**Met1 routing**

The bar under the picture is 20 um long. Supply wires on this layer in gray.
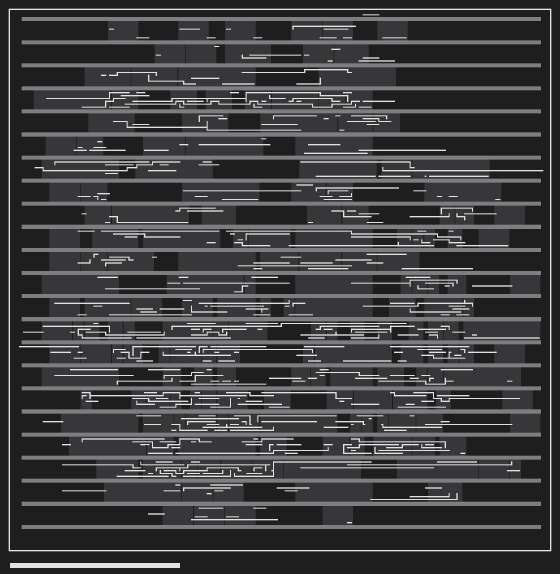
**Cell sizes after repair**

The bar under the picture is 20 um long.
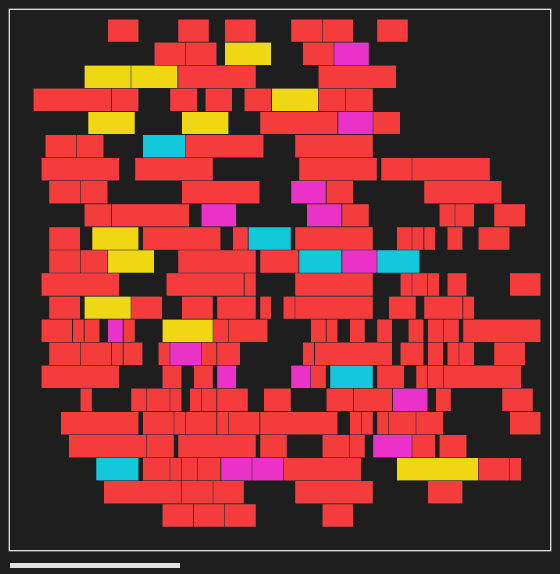
**Routing congestion**

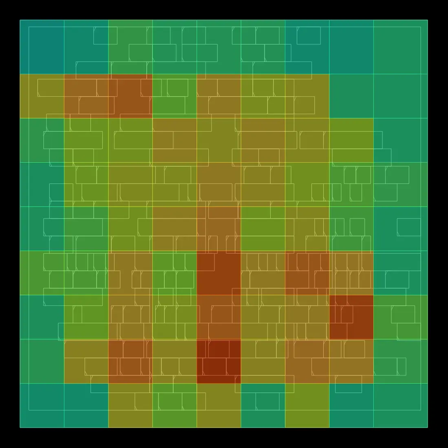
**Zoomed window**

The bar under the picture is 10 um long. Window x 12 to 52, y 0 to 40 um. Cells in gray, sequential cells in the stronger gray; small squares are vias.
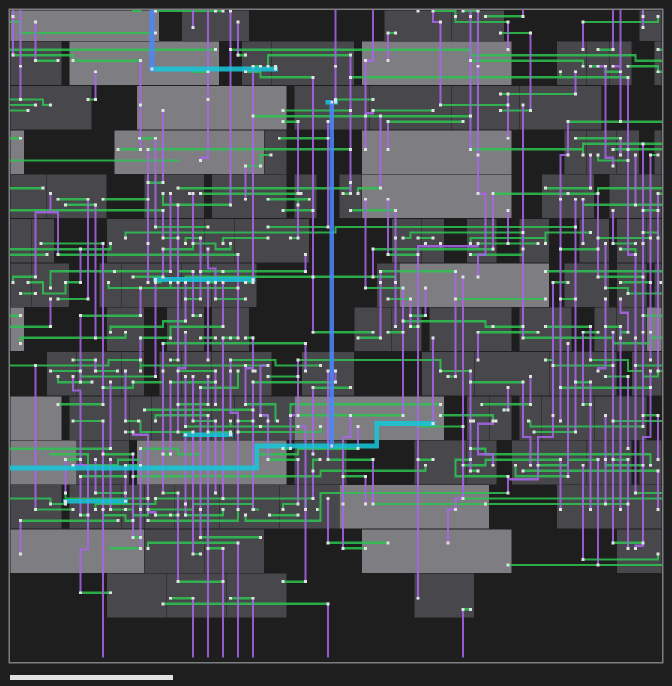
**Metal 2**

The bar under the picture is 20 um long.
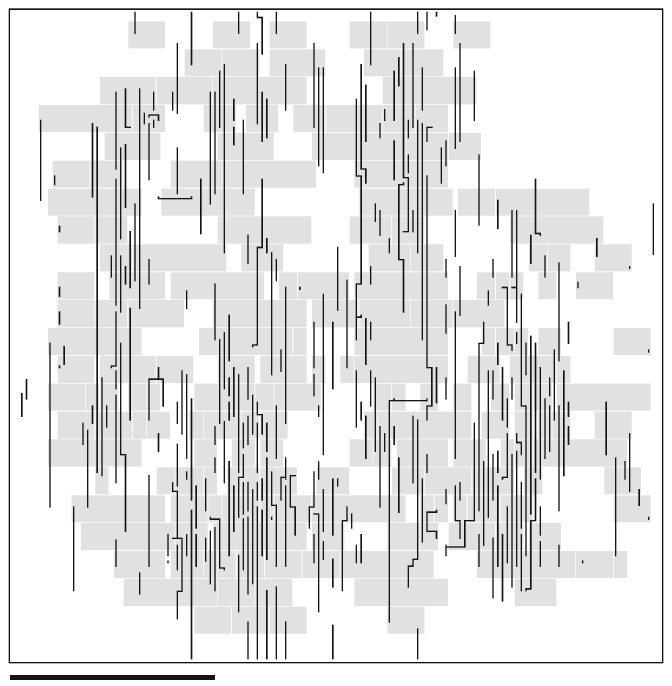
--- config.mk ---
export PLATFORM = sky130hd
export DESIGN_NAME = serial_pattern_gen
export DESIGN_NICKNAME = d
export VERILOG_FILES = /design/src/rtl/serial_pattern_gen.sv
export SDC_FILE = /design/constraint.sdc
export NUM_CORES = 1
export LEC_CHECK = 0
export CAP_MARGIN = 20
export CORE_UTILIZATION = 47
export DETAILED_ROUTE_END_ITERATION = 12
export PLACE_DENSITY = 0.71
export RECOVER_POWER = 50
export SYNTH_ARGS = -nofsm -noshare
export SYNTH_HDL_FRONTEND = slang
export SYNTH_SLANG_ARGS = --single-unit
--- constraint.sdc ---
create_clock -name clock -period 3.72 [get_ports clock]
set_clock_uncertainty 0.15 [all_clocks]
set_input_delay 0.558 -clock clock [delete_from_list [all_inputs] [get_ports clock]]
set_output_delay 0.558 -clock clock [all_outputs]
set_load 0.02 [all_outputs]
--- src/rtl/serial_pattern_gen.sv ---
// rtl/serial_pattern_gen.sv - LSB-first serial pattern source; loop mode under `PATTERN_GEN_REPEAT_EN
module serial_pattern_gen #(
    parameter int   WIDTH      = 16,
    parameter int   CNTW       = 5,
    parameter logic IDLE_LEVEL = 1'b0
) (
    input  logic             clock,
    input  logic             reset,
    input  logic             start,
    input  logic [WIDTH-1:0] pattern,
    input  logic [CNTW-1:0]  len,
`ifdef PATTERN_GEN_REPEAT_EN
    input  logic             rpt,
`endif
    output logic             I,
    output logic             valid,
    output logic             busy,
    output logic             done,
    output logic [CNTW-1:0]  bit_idx
);

    typedef enum logic [1:0] {
        S_IDLE = 2'b00,
        S_SEND = 2'b01,
        S_DONE = 2'b10
    } state_t;

    localparam logic [CNTW-1:0] WIDTH_C = CNTW'(WIDTH);
    localparam logic [CNTW-1:0] ONE_C   = CNTW'(1);

    state_t            state;
    logic [WIDTH-1:0]  shreg;
    logic [CNTW-1:0]   len_q;
    logic [CNTW-1:0]   len_clamped;
    logic              last_bit;
`ifdef PATTERN_GEN_REPEAT_EN
    logic [WIDTH-1:0]  pat_q;
`endif

    // Oversized requests are trimmed to the shift register size
    always_comb begin
        len_clamped = (len > WIDTH_C) ? WIDTH_C : len;
    end

    // The bit on I is the final one of this pass
    always_comb begin
        last_bit = (bit_idx == (len_q - ONE_C));
    end

    // Control FSM with registered outputs; the shift register's bit 0 is always the bit on I
    always_ff @(posedge clock or negedge reset) begin
        if (!reset) begin
            state   <= S_IDLE;
            shreg   <= '0;
            len_q   <= '0;
            I       <= IDLE_LEVEL;
            valid   <= 1'b0;
            busy    <= 1'b0;
            done    <= 1'b0;
            bit_idx <= '0;
`ifdef PATTERN_GEN_REPEAT_EN
            pat_q   <= '0;
`endif
        end else begin
            case (state)
                S_IDLE: begin
                    I       <= IDLE_LEVEL;
                    valid   <= 1'b0;
                    busy    <= 1'b0;
                    done    <= 1'b0;
                    bit_idx <= '0;
                    if (start) begin
                        busy <= 1'b1;
                        if (len != '0) begin
                            shreg   <= pattern;
                            len_q   <= len_clamped;
`ifdef PATTERN_GEN_REPEAT_EN
                            pat_q   <= pattern;
`endif
                            I       <= pattern[0];
                            valid   <= 1'b1;
                            state   <= S_SEND;
                        end else begin
                            // Empty request: skip straight to the completion handshake
                            len_q   <= '0;
                            state   <= S_DONE;
                        end
                    end
                end

                S_SEND: begin
                    if (!last_bit) begin
                        shreg   <= shreg >> 1;
                        I       <= shreg[1];
                        bit_idx <= bit_idx + ONE_C;
`ifdef PATTERN_GEN_REPEAT_EN
                    end else if (rpt) begin
                        // Loop back to bit 0 with no idle gap and no done pulse
                        shreg   <= pat_q;
                        I       <= pat_q[0];
                        bit_idx <= '0;
`endif
                    end else begin
                        I       <= IDLE_LEVEL;
                        valid   <= 1'b0;
                        bit_idx <= '0;
                        done    <= 1'b1;
                        state   <= S_DONE;
                    end
                end

                S_DONE: begin
                    if (!done) begin
                        // Arrived from a zero-length request: raise done one cycle late
                        done  <= 1'b1;
                    end else begin
                        done  <= 1'b0;
                        busy  <= 1'b0;
                        state <= S_IDLE;
                    end
                end

                default: begin
                    state   <= S_IDLE;
                    shreg   <= '0;
                    len_q   <= '0;
                    I       <= IDLE_LEVEL;
                    valid   <= 1'b0;
                    busy    <= 1'b0;
                    done    <= 1'b0;
                    bit_idx <= '0;
                end
            endcase
        end
    end

endmodule

==> impl_metrics.py <==
# Metrics from the implementation run
metrics = {
    "job": {
        "maxCapViolations": 1,
        "warnings": 28,
    },
    "cells_and_area": {
        "layout.nets": 217,
        "drive_above_1_share_pct": 16.5,
    },
    "run_status": {
        "outcome": "finished with violations",
        "violations": "max-capacitance violations, max-slew violations",
    },
    "cts": {
        "tritoncts_clock_tree": "built",
        "ctsHtreeMaxLevel": 2,
    },
    "hold_path": {
        "holdCritPathClass": "flip-flop to flip-flop",
    },
    "floorplanning": {
        "die_width_um": 63.6,
        "boundaryPins": 33,
    },
    "sta": {
        "drv_slew": 32,
        "fin_tns_setup_ns": 0,
    },
    "logic_synthesis": {
        "yosysChipArea_um2": 1790,
        "synth_xor_xnor_area_share_pct": 2.94,
        "synth.cellmix.compoundShare_pct": 20.9,
        "synth_area_leader_cell": "dfrtp_1",
    },
    "setup_path": {
        "setup.worst_path.class": "flip-flop to flip-flop",
        "cp-startpoint": "state[1]$_DFFE_PN0P_",
        "timing.critical_path.buf_inv": 2,
        "endpoint_kind": "flip-flop",
    },
    "power_and_ir_drop": {
        "power_mw": 1.68,
        "netSwitchingFraction_pct": 37.3,
    },
    "global_route": {
        "initial_antenna_violation_count": 0,
    },
    "placed_design": {
        "gp_congestion": 0.725,
    },
    "detailed_routing": {
        "drt_first_iter_violations": 56,
        "wl_met1_mm": 1.60,
    },
}
Back to the opening pictures, 'met1 routing':
share of all routed wire: 47%
main direction: horizontal
longest straight run: 19.3 um
via count of the routed design: 1314
routed wire length: 3.38 mm
met1 Track Usage GR: 24.2%

Back to the opening pictures, 'cell sizes after repair':
legend:
  magenta:
    size: drive 2
    cells: 14
    most_used: mux2_2
  cyan:
    size: drive 6 and up
    cells: 6
    most_used: clkbuf_8
  red:
    size: drive 1 or less
    cells: 157
    most_used: dfrtp_1
  yellow:
    size: drive 3 to 4
    cells: 11
    most_used: mux2_4
final non-filler cell area: 2170 um^2
final worst setup slack: 0.897 ns
Area Growth Syn to Fin: 21.6%

Back to the opening pictures, 'routing congestion':
most heavily used metal layer in global routing: met2
Total GRT Usage: 18.9%
Wirelength per Cell: 14.3 um
met3 GRT Util: 5.43%

Back to the opening pictures, 'zoomed window':
legend:
  blue:
    layer: met4
  cyan:
    layer: met3
  green:
    layer: met1
  purple:
    layer: met2
most frequent: dfrtp_1 (13), inv_1 (8), nand2_1 (8)
sequential cells in the window: 13
netlist names of flops here include: `len_q` (5), `shreg` (4), `bit_idx` (2)
cells with their middle in the window: 111

Back to the opening pictures, 'metal 2':
nets with wire on the layer: 190
wire length on this layer: 1610 um

